Fig. 1: cell sizes after repair
Scale bar: 50 um.
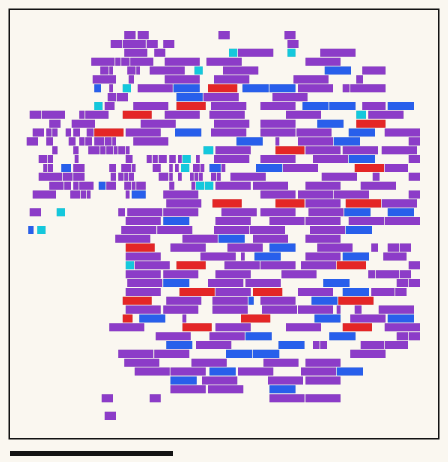
Fig. 2: clock wires, drivers and flops
Scale bar: 50 um.
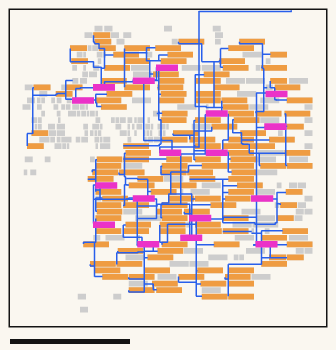
Fig. 3: clock wiring as the flow saved it
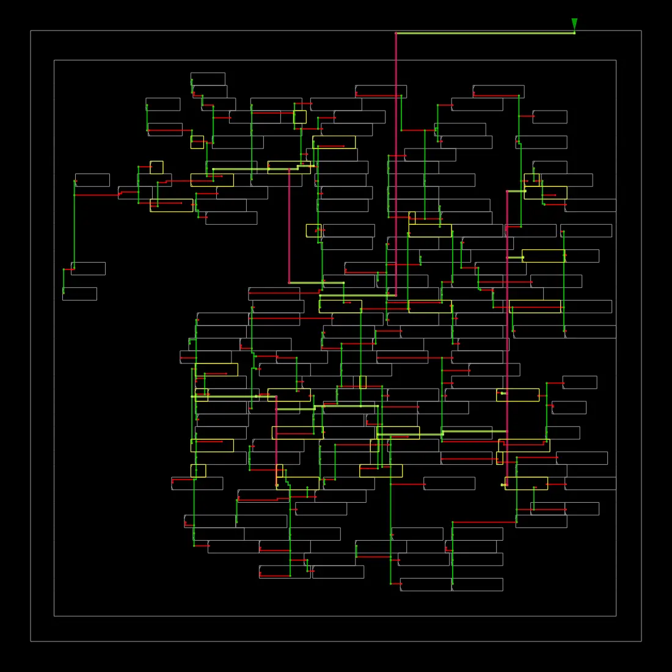
--- src/rtl/uart_line_rx_if.sv ---
// rtl/uart_line_rx_if.sv - byte input, line read port and status of the line assembler
interface uart_line_rx_if #(
    parameter int LEN = 16,
    parameter int AW  = 4
);
    logic          rx_rdy;
    logic [7:0]    rx_data;
    logic          line_ack;
    logic [AW-1:0] rd_addr;
    logic [7:0]    rd_data;
    logic          line_rdy;
    logic [AW:0]   line_len;
    logic          ovf;
    logic          drop;

    modport master (
        output rx_rdy, rx_data, line_ack, rd_addr,
        input  rd_data, line_rdy, line_len, ovf, drop
    );

    modport slave (
        input  rx_rdy, rx_data, line_ack, rd_addr,
        output rd_data, line_rdy, line_len, ovf, drop
    );
endinterface

--- src/rtl/uart_line_rx.sv ---
// rtl/uart_line_rx.sv - collects uart bytes into a held text line with backspace and CR/LF termination
module uart_line_rx #(
    parameter int LEN = 16,
    parameter int AW  = 4
) (
    input  logic          clk_50m,
    input  logic          rst,
    uart_line_rx_if.slave bus
);
    localparam logic [AW:0] FULL = (AW+1)'(LEN);
    localparam logic [AW:0] ONE  = (AW+1)'(1);

    typedef enum logic {FILL, HOLD} state_t;

    state_t      state;
    logic        rx_prev;
    logic [AW:0] count;
    logic        line_rdy;
    logic        ovf;
    logic        drop;
    logic [7:0]  rd_data;
    logic [7:0]  mem [LEN];

    logic stb;
    logic is_term;
    logic is_bs;
    logic wr_en;

    // rx_prev resets high so a level already asserted at reset release is not a byte
    assign stb     = bus.rx_rdy & ~rx_prev;
    assign is_term = (bus.rx_data == 8'h0D) || (bus.rx_data == 8'h0A);
    assign is_bs   = (bus.rx_data == 8'h08);
    assign wr_en   = !rst && (state == FILL) && stb && !is_term && !is_bs && (count != FULL);

    always_ff @(posedge clk_50m) begin
        if (wr_en) begin
            mem[count[AW-1:0]] <= bus.rx_data;
        end
    end

    always_ff @(posedge clk_50m) begin
        if (rst) begin
            rd_data <= 8'h00;
        end else begin
            rd_data <= mem[bus.rd_addr];
        end
    end

    always_ff @(posedge clk_50m) begin
        if (rst) begin
            state    <= FILL;
            rx_prev  <= 1'b1;
            count    <= '0;
            line_rdy <= 1'b0;
            ovf      <= 1'b0;
            drop     <= 1'b0;
        end else begin
            rx_prev <= bus.rx_rdy;
            case (state)
                FILL: begin
                    if (stb) begin
                        if (is_term) begin
                            // empty lines (e.g. the LF of a CRLF pair) are swallowed
                            if (count != '0) begin
                                line_rdy <= 1'b1;
                                state    <= HOLD;
                            end
                        end else if (is_bs) begin
                            if (count != '0) begin
                                count <= count - ONE;
                            end
                        end else if (count != FULL) begin
                            count <= count + ONE;
                        end else begin
                            ovf <= 1'b1;
                        end
                    end
                end
                HOLD: begin
                    // an ack on the same edge as a strobe wins; the byte vanishes quietly
                    if (bus.line_ack) begin
                        count    <= '0;
                        ovf      <= 1'b0;
                        drop     <= 1'b0;
                        line_rdy <= 1'b0;
                        state    <= FILL;
                    end else if (stb && !is_term) begin
                        drop <= 1'b1;
                    end
                end
                default: state <= FILL;
            endcase
        end
    end

    assign bus.rd_data  = rd_data;
    assign bus.line_rdy = line_rdy;
    assign bus.line_len = count;
    assign bus.ovf      = ovf;
    assign bus.drop     = drop;
endmodule

--- src/flat_wrapper.sv ---
// flat-port wrapper written by rule: the top's interface ports become plain ports
module uart_line_rx_flat 
#(
    parameter int LEN = 16,
    parameter int AW  = 4
)
  (clk_50m, rst, bus_rx_rdy, bus_rx_data, bus_line_ack, bus_rd_addr, bus_rd_data, bus_line_rdy, bus_line_len, bus_ovf, bus_drop);
  uart_line_rx_if #(.LEN(LEN), .AW(AW)) bus_i ();
  input  logic clk_50m;
  input  logic rst;
  input wire logic [$bits(bus_i.rx_rdy)-1:0] bus_rx_rdy;
  input wire logic [$bits(bus_i.rx_data)-1:0] bus_rx_data;
  input wire logic [$bits(bus_i.line_ack)-1:0] bus_line_ack;
  input wire logic [$bits(bus_i.rd_addr)-1:0] bus_rd_addr;
  output wire logic [$bits(bus_i.rd_data)-1:0] bus_rd_data;
  output wire logic [$bits(bus_i.line_rdy)-1:0] bus_line_rdy;
  output wire logic [$bits(bus_i.line_len)-1:0] bus_line_len;
  output wire logic [$bits(bus_i.ovf)-1:0] bus_ovf;
  output wire logic [$bits(bus_i.drop)-1:0] bus_drop;
  assign bus_i.rx_rdy = bus_rx_rdy;
  assign bus_i.rx_data = bus_rx_data;
  assign bus_i.line_ack = bus_line_ack;
  assign bus_i.rd_addr = bus_rd_addr;
  assign bus_rd_data = bus_i.rd_data;
  assign bus_line_rdy = bus_i.line_rdy;
  assign bus_line_len = bus_i.line_len;
  assign bus_ovf = bus_i.ovf;
  assign bus_drop = bus_i.drop;
  uart_line_rx #(.LEN(LEN), .AW(AW)) u_core (.clk_50m(clk_50m), .rst(rst), .bus(bus_i));
endmodule
--- config.mk ---
export PLATFORM = sky130hd
export DESIGN_NAME = uart_line_rx_flat
export DESIGN_NICKNAME = d
export VERILOG_FILES = /design/src/rtl/uart_line_rx_if.sv /design/src/rtl/uart_line_rx.sv /design/src/flat_wrapper.sv
export SDC_FILE = /design/constraint.sdc
export NUM_CORES = 1
export LEC_CHECK = 0
export CAP_MARGIN = 10
export CORE_MARGIN = 5
export CORE_UTILIZATION = 39
export CTS_CLUSTER_SIZE = 20
export DETAILED_ROUTE_END_ITERATION = 16
export HOLD_SLACK_MARGIN = 0.15
export SYNTH_ARGS = -nofsm -noshare
export SYNTH_HDL_FRONTEND = slang
export SYNTH_SLANG_ARGS = --single-unit
export TNS_END_PERCENT = 50
--- constraint.sdc ---
create_clock -name clk_50m -period 6.5 [get_ports clk_50m]
set_input_delay 0.65 -clock clk_50m [delete_from_list [all_inputs] [get_ports clk_50m]]
set_output_delay 0.65 -clock clk_50m [all_outputs]
set_load 0.02 [all_outputs]
==> changes_impl.md <==
### Physical design

- Status: complete, no violations
- # nets final: 358
- Pre-CTS WS: 2.58 ns
- Unrepaired setup endpoints after global routing: no
- DRC Markers: 0
- Synth warnings: 0
- CP Depth: 6
- Antenna cell count: 0
- CTS H-tree depth: 4
- Netlist cell types: 39
- Clock power frac: a little under half
- Seq/total area: a little over 60%
- Post-synthesis chip area from yosys: 5760 um2
- Total setup buffers inserted after CTS: 0
- Met2 WL: 5740 um
- Reg2reg end: u_core.mem[4][5]
- Vias in the first global route: approximately 3000
- Layout non-clock buf frac: around 5.3%
- P_leak: approximately 2.2 nW
- Post-CTS sizing: 0
- Syn_area_per_cell: 19.5 um2
- Die y size: ~130 um
- Dominant class by area: flip-flops and latches
- Top logic family: multiplexers
- Logic cell area: 1480 um2
- # port buffers: 31
- Final hold viol count: 0
- Post-route cell area: 6870 um2
- Top-Level Pins: 32
- WL final: approximately 11000 um
- Iteration count of the initial detailed-routing pass: 4
- Crit Reg-Reg Startpoint: u_core.bus.line_len[1]
- Post-synthesis cell count: between 200 and 300
- Critical Path, Cell by Cell: clkdlybuf4s50_1 > and3b_1 > o2111ai_1 > and3_1 > nand3b_1 > nor3_1
- Avg Vias per Cell: 5.31
- Adders+Majority by Area: 0.435%
- Post-synth EDFFs: 128
- WL per Instance: 21.1 um
- Pint: 1.67 mW
- PwrDens: 304 nW/um2
- Total congestion overflow: 0
- Crit-path max FO: 20
- Clk slew on worst S/H paths: 0.05 ns
- Synth top cell by count: edfxtp_1
- Setup crit start kind: input port
- Top cell type by total area after synthesis: edfxtp_1
- Hold buffers post-CTS: 0
- CTS tree: built
- Worst stage delay on the critical path: 0.93 ns
- Mux area share: 16.0%
- FP Rows: 44
- Slew HR: 23.2%
- Synthesized registers: around 150
- Comb gates: about 140
- Finish-stage setup viols: 0
- Max Slew Vio Count: 0
- Worst Hold Path EP: u_core.bus.line_rdy
- Simple share: approximately 6.6%
- GR met2 Demand/Resource: 22.0%
- Yosys top cell area share: 66.8%
- RD Place Congestion: 0.734
- Flop2flop setup slack: 3.84 ns
- Crit path kind: in -> reg
- Fp_density: 39.8%
- Fill count: 1179
- Wire length on met3: 341 um
- Sequential Power Share: 49.2%
- Clock network area share: under 10%
- Worst hold margin: 0.461 ns
- Max reg flops: 128
- Crit path DRT: 6.53 ns
- Hold Crit Class: reg -> reg
- Area delta synth->final: 19.4%
- First-iteration detailed-routing DRC count: between 150 and 200
- FFs w/ async S/R, synth: 0%
- Total power: 2.09 mW
- Seq pwr: 1.03 mW
- Worst-Skew Late Latency: 0.42 ns
- Delay-heaviest family, CP: simple AND/OR/NAND/NOR gates
- Final worst slack: ~3.0 ns
- Top cells excl fill/tap: 128 x edfxtp_1, 40 x mux4_2, 30 x clkdlybuf4s50_1
- Chip width: 131 um
- Max_cap viols: 0
- Primary FF master, synth: edfxtp_1
- Metal1 wirelength: around 5000 um
- Top cells, area: edfxtp_1 67%, mux4_2 16%, dfxtp_1 6.3%
- Flip-flops: 146
- Placed Instances: 505
- Antenna Nets Post-Route: 0
- R2R depth: 5
- Met3 Track Usage GR: 3.82%
- Comb power frac: around 4.7%
- Switching pwr: 0.419 mW
- Non-filler cells in the finished layout: approximately 540
- Clk root buf: clkbuf_16
- Total placed instance area: 6280 um2
- Worst-case clock buffer depth: 2
- Post-layout utilization of the core: between 40 and 50%
- Inverters: 1
- Logic power comb: about 0.1 mW
- First-pass GRT wire length: 17800 um
- Sequential fraction of the synthesis area: 73.0%
- Crit-path slowest cell: clkdlybuf4s50_1
- DR top layer: met4
- Critical Path Sink: u_core.mem[4][5]
- Detailed placer's ending HPWL: ~7400 um
- Top cell excl fill/tap: edfxtp_1
- Max Freq: 0.285 GHz
- Worst setup path startpoint: bus_rx_data[1]
- Min Clock Period, post-route: 3.51 ns
- Sequential Area: 4200 um2
- Top cells by count, synth: 128 x edfxtp_1, 40 x mux4_2, 18 x dfxtp_1, 18 x nor2_1
- Hold path startpoint: u_core.bus.line_rdy
- Core area: 14500 um2
- TNS Setup: 0 ns
- OpenROAD warnings: 26
- Critical Path AT: 3.54 ns
- Die ar.: 17300 um2
- GRT Overall Usage: 13.8%
- Initial antenna violation count: 0
- Biggest consumer: registers
- Area fraction in xor and xnor cells: 0.304%
- Tapcell Cnt: 184
- Share of layout cells above drive strength 1: 23.2%
- Floorplan Nets: 313
- Worst Max-Slew Pin Slew: 1.14 ns
- Non-clk bufs: 39
- Multi-input logic portion of the cell area: 21.5%
## Picture notes: Fig. 1
size	colour	cells
x3 and x4	cyan	14
x2	blue	47
x1 and smaller	purple	271
x6 and larger	red	21

## Picture notes: Fig. 2
[clock-net drivers] magenta | count: 17
[flip-flops] orange | count: 146
[clock wires] blue | length: 1610 um
routed clock nets	18

## Picture notes: Fig. 3
CTS sink count: 146
Clock Skew: 0.0102 ns
P_clk: 0.962 mW
CTS buffer count: 17
clkbuf count: 17

Power and IR drop assume default switching activity.
